### Sequential cells grouped by signal name

Bar = 100 um. Other cells in gray.
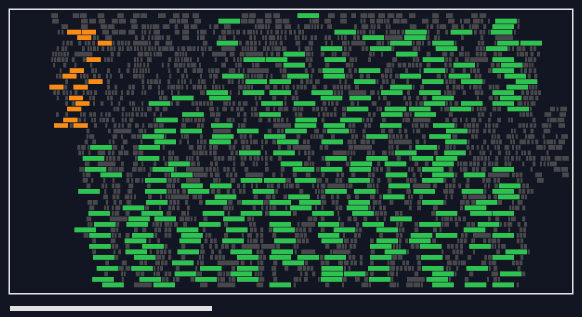
### Metal 1

Bar = 100 um. Supply wires on this layer in gray.
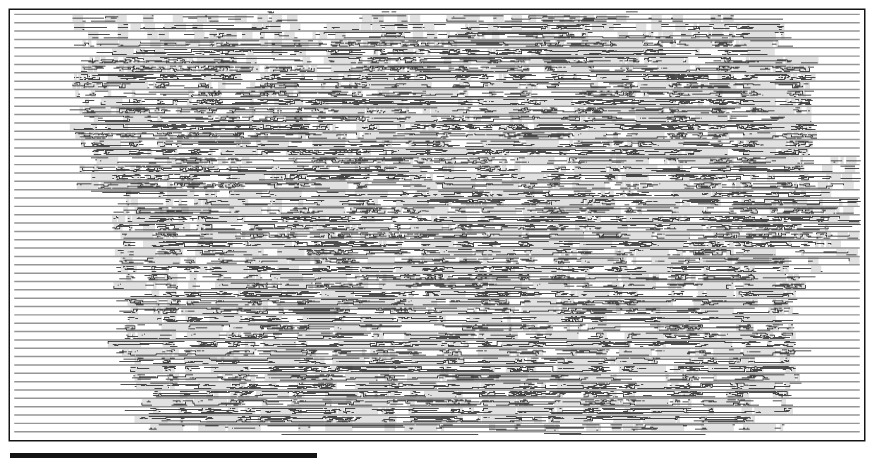
### config.mk
export PLATFORM = sky130hd
export DESIGN_NAME = regfile_scoreboard
export DESIGN_NICKNAME = d
export VERILOG_FILES = /design/src/rtl/pipeline_pkg.sv /design/src/rtl/regfile_sb_bits.sv /design/src/rtl/regfile_scoreboard.sv
export SDC_FILE = /design/constraint.sdc
export NUM_CORES = 1
export LEC_CHECK = 0
export ABC_AREA = 1
export CORE_ASPECT_RATIO = 0.5
export CORE_UTILIZATION = 45
export CTS_CLUSTER_SIZE = 25
export DETAILED_ROUTE_END_ITERATION = 16
export PLACE_DENSITY = 0.65
export SYNTH_ARGS = -nofsm -noshare
export SYNTH_HDL_FRONTEND = slang
export SYNTH_SLANG_ARGS = --single-unit
### constraint.sdc
create_clock -name clk -period 6.7 [get_ports clk]
set_input_delay 2.01 -clock clk [delete_from_list [all_inputs] [get_ports clk]]
set_output_delay 2.01 -clock clk [all_outputs]
set_load 0.005 [all_outputs]
### src/rtl/pipeline_pkg.sv
// Shared pipeline definitions: default register-file geometry and the
// reset-value function used to preload the register array.
package pipeline_pkg;

    localparam int DEF_DATA_W = 16;
    localparam int DEF_ADDR_W = 4;

    // Register i resets to i in test-value mode, otherwise to zero; callers truncate.
    function automatic logic [63:0] regfile_reset_val(input int index, input int resetIndex);
        return (resetIndex != 0) ? 64'(index) : 64'd0;
    endfunction

endpackage

### src/rtl/regfile_sb_bits.sv
// Per-register busy scoreboard: writes clear, reservations set (set wins),
// with optional hardwired-zero masking of bit 0.
module regfile_sb_bits
    import pipeline_pkg::*;
#(
    parameter int ADDR_W   = DEF_ADDR_W,
    parameter int BYPASS   = 1,
    parameter int ZERO_REG = 0
) (
    input  logic                     clk,
    input  logic                     rst,
    input  logic                     clr1_en,
    input  logic [ADDR_W-1:0]        clr1_addr,
    input  logic                     clr2_en,
    input  logic [ADDR_W-1:0]        clr2_addr,
    input  logic                     rsv_en,
    input  logic [ADDR_W-1:0]        rsv_addr,
    input  logic [ADDR_W-1:0]        rd_addr1,
    input  logic [ADDR_W-1:0]        rd_addr2,
    output logic [(1<<ADDR_W)-1:0]   busy_vec,
    output logic                     rd_busy1,
    output logic                     rd_busy2
);

    localparam int DEPTH = 1 << ADDR_W;
    localparam logic [DEPTH-1:0] KEEP_MASK =
        (ZERO_REG != 0) ? {{(DEPTH-1){1'b1}}, 1'b0} : {DEPTH{1'b1}};

    logic [DEPTH-1:0] busy;
    logic [DEPTH-1:0] clrMask;
    logic [DEPTH-1:0] setMask;
    logic [DEPTH-1:0] readView;

    always_comb begin
        clrMask = '0;
        setMask = '0;
        if (clr1_en) clrMask[clr1_addr] = 1'b1;
        if (clr2_en) clrMask[clr2_addr] = 1'b1;
        if (rsv_en)  setMask[rsv_addr]  = 1'b1;
    end

    always_ff @(posedge clk) begin
        if (rst) busy <= '0;
        else     busy <= ((busy & ~clrMask) | setMask) & KEEP_MASK;
    end

    // Readers see a same-cycle writeback as already retired when bypass is on.
    assign readView = (BYPASS != 0) ? (busy & ~clrMask) : busy;
    assign busy_vec = busy;
    assign rd_busy1 = readView[rd_addr1];
    assign rd_busy2 = readView[rd_addr2];

endmodule

### src/rtl/regfile_scoreboard.sv
// ID-stage 2-read/2-write register file with optional write bypass,
// hardwired-zero register and a busy scoreboard for hazard detection.
module regfile_scoreboard
    import pipeline_pkg::*;
#(
    parameter int DATA_W      = DEF_DATA_W,
    parameter int ADDR_W      = DEF_ADDR_W,
    parameter int BYPASS      = 1,
    parameter int ZERO_REG    = 0,
    parameter int RESET_INDEX = 1
) (
    input  logic                     clk,
    input  logic                     rst,
    input  logic [ADDR_W-1:0]        rd_addr1,
    input  logic [ADDR_W-1:0]        rd_addr2,
    output logic [DATA_W-1:0]        rd_data1,
    output logic [DATA_W-1:0]        rd_data2,
    output logic                     rd_busy1,
    output logic                     rd_busy2,
    input  logic                     wr_en,
    input  logic [ADDR_W-1:0]        wr_addr1,
    input  logic [DATA_W-1:0]        wr_data1,
    input  logic                     wr2_en,
    input  logic [ADDR_W-1:0]        wr_addr2,
    input  logic [DATA_W-1:0]        wr_data2,
    input  logic                     rsv_en,
    input  logic [ADDR_W-1:0]        rsv_addr,
    output logic [DATA_W-1:0]        top_reg,
    output logic [(1<<ADDR_W)-1:0]   busy_vec
);

    localparam int DEPTH = 1 << ADDR_W;
    localparam logic [ADDR_W-1:0] TOP_IDX = {ADDR_W{1'b1}};

    logic [DATA_W-1:0] regs [DEPTH];
    logic              we1;
    logic              we2;

    // Writes aimed at a hardwired zero register are dropped at the source.
    assign we1 = wr_en && !((ZERO_REG != 0) && (wr_addr1 == '0));
    assign we2 = wr_en && wr2_en && !((ZERO_REG != 0) && (wr_addr2 == '0));

    always_ff @(posedge clk) begin
        if (rst) begin
            for (int i = 0; i < DEPTH; i++)
                regs[i] <= DATA_W'(regfile_reset_val(i, RESET_INDEX));
        end else begin
            if (we1) regs[wr_addr1] <= wr_data1;
            if (we2) regs[wr_addr2] <= wr_data2;
        end
    end

    // Port 2 is checked first so it wins a dual address match.
    function automatic logic [DATA_W-1:0] readPort(
        input logic [ADDR_W-1:0] addr,
        input logic [DATA_W-1:0] stored,
        input logic              en1,
        input logic [ADDR_W-1:0] a1,
        input logic [DATA_W-1:0] d1,
        input logic              en2,
        input logic [ADDR_W-1:0] a2,
        input logic [DATA_W-1:0] d2
    );
        logic [DATA_W-1:0] val;
        val = stored;
        if (BYPASS != 0) begin
            if (en2 && (addr == a2))      val = d2;
            else if (en1 && (addr == a1)) val = d1;
        end
        if ((ZERO_REG != 0) && (addr == '0)) val = '0;
        return val;
    endfunction

    assign rd_data1 = readPort(rd_addr1, regs[rd_addr1], we1, wr_addr1, wr_data1,
                               we2, wr_addr2, wr_data2);
    assign rd_data2 = readPort(rd_addr2, regs[rd_addr2], we1, wr_addr1, wr_data1,
                               we2, wr_addr2, wr_data2);
    assign top_reg  = readPort(TOP_IDX, regs[TOP_IDX], we1, wr_addr1, wr_data1,
                               we2, wr_addr2, wr_data2);

    regfile_sb_bits #(
        .ADDR_W   (ADDR_W),
        .BYPASS   (BYPASS),
        .ZERO_REG (ZERO_REG)
    ) u_sb (
        .clk       (clk),
        .rst       (rst),
        .clr1_en   (we1),
        .clr1_addr (wr_addr1),
        .clr2_en   (we2),
        .clr2_addr (wr_addr2),
        .rsv_en    (rsv_en),
        .rsv_addr  (rsv_addr),
        .rd_addr1  (rd_addr1),
        .rd_addr2  (rd_addr2),
        .busy_vec  (busy_vec),
        .rd_busy1  (rd_busy1),
        .rd_busy2  (rd_busy2)
    );

endmodule

==> GITHUB_STEP_SUMMARY <==
### Flow metrics

| Metric | Value |
|---|---|
| Row cnt | `50` |
| Crit path DRT | `4.69 ns` |
| WL met3 | `9200 um` |
| Run status | `complete, no violations` |
| Critical path data arrival time | `4.43 ns` |
| Flop area | `0.008008 mm2` |
| Fin. Hold Viols | `0` |
| IO Pins | `123` |
| Worst-path clk slew | `0.06 ns` |
| Final setup viols | `0` |
| Latest clock arrival within the worst-skew pair | `0.56 ns` |
| DRT Pass-1 Iters | `7` |
| Most frequent CP cell | `nand3_1` |
| DRC | `0` |
| Die area | `0.03900 mm2` |
| Post-synth regs | `272` |
| Worst-path fanout max | `6` |
| R2R Setup Slk | `about 5.9 ns` |
| Setup CP Type | `input pin to output pin` |
| Core area | `0.03747 mm2` |
| Slowest cell on the critical path | `clkdlybuf4s50_1` |
| Cts hold-fix bufs | `0` |
| Type of origin of the critical path | `input pin` |
| Unique cell types | `28` |
| CP Capture Type | `output pin` |
| Antenna Violating Nets Remaining | `0` |
| Global route total overflow | `0` |
| Synthesis Warnings | `0` |
| Number of cells in Yosys stat | `2,134` |
| Met2 Track Usage GR | `52.25%` |
| Area Overhead vs Synth | `14.78%` |
| Clock root cell | `clkbuf_16` |
| Die Width | `~280 um` |
| Gr busiest metal | `met2` |
| Total nets after synthesis | `roughly 2,200` |
| Port Buffer Count | `122` |
| Area leader, netlist | `edfxtp_1` |
| Placed cell count | `2,633` |
| Clock sink count | `272` |
| Slew @ Worst Pin | `0.8682 ns` |
| Crit-path cells | `clkdlybuf4s50_1 > inv_1 > nor2_1 > nand2_1 > nand3_1 > nand2_1 > nand3_1 > nand3_1 > nand3_1 > nand2_1 > clkdlybuf4s50_1` |
| Tmin final | `6.436 ns` |
| CP delay by family, top | `simple AND/OR/NAND/NOR gates` |
| H-tree Lvls | `1` |
| Final setup TNS | `0 ns` |
| Via/cell ratio | `6.601` |
| YS chip area | `0.01718 mm2` |
| Power Density | `221.1 mW/mm2` |
| HP Class | `flip-flop to flip-flop` |
Back to the opening pictures, 'Sequential cells grouped by signal name':
- u_sb.busy_vec: orange (sequential cells 16)
- regs: green (sequential cells 256; where widely spread)

Back to the opening pictures, 'Metal 1':
- share of all routed wire: 39%
- wire length on this layer: 27.0 mm
- nets with wire on the layer: 2,066

where the power goes:
group | internal, uW | switching [uW]
Sequential | 1970 | 41.6
Clock | 848 | 698
Combinational | 276 | 529
through the flow:
step	util [%]	setup WS, ns	power (uW)
2_1_floorplan	-	1.517	2472
4_1_cts	52.61	0.3426	4322
6_report	52.61	0.2641	4360
3_3_place_gp	50.33	0.3705	2813
5_1_grt	52.61	0.07015	4467
3_5_place_dp	50.33	0.3396	2822
Yosys cell counts:
cell,count
nor2_2,3
nand2_1,324
o21ai_0,163
inv_2,16
a22oi_1,23
xor2_1,2
dfxtp_1,16
a221oi_1,2
nand2_2,2
buf_6,2
nor3_1,2
buf_1,18
clkinv_1,16
nand4_1,4
buf_4,4
o22ai_1,219
o21ai_1,7
o211ai_1,134
and3_1,1
edfxtp_1,256
clkbuf_1,92
nor4_4,1
buf_2,84
a21oi_1,168
inv_1,193
nor2_1,55
nor3_2,2
nand3_1,325
area by class of cell:
type / count / share of cell area, %
Sequential cell: 272 / 40.62
Timing Repair Buffer: 205 / 9.888
Multi-Input combinational cell: 1437 / 37.74
Inverter: 225 / 4.284
Tap cell: 494 / 3.135
Clock inverter: 21 / 0.8885
Clock buffer: 28 / 3.446
cell families after synthesis:
group	synth area share, %
and+or+nand+nor	18.41
AOI/OAI and AO/OA	24.79
buffers and inverters	10.07
DFF	46.62
xor gates and xnor gates	0.1020
final timing paths:
path / start / end / cells past startpoint
worst max register to register: u_sb.busy_vec[8] / u_sb.busy_vec[8] / 2
worst min register to register: u_sb.busy_vec[13] / u_sb.busy_vec[13] / 2
worst max-delay path: wr_addr1[0] / rd_busy1 / 11
worst min-delay path: u_sb.busy_vec[13] / u_sb.busy_vec[13] / 2
registers in the layout (all words and copies together), names as in the netlist:
register / cells
u_sb.busy_vec: 16
regs: 256
Power figures rest on the tool's default switching activity, not on a simulated workload.
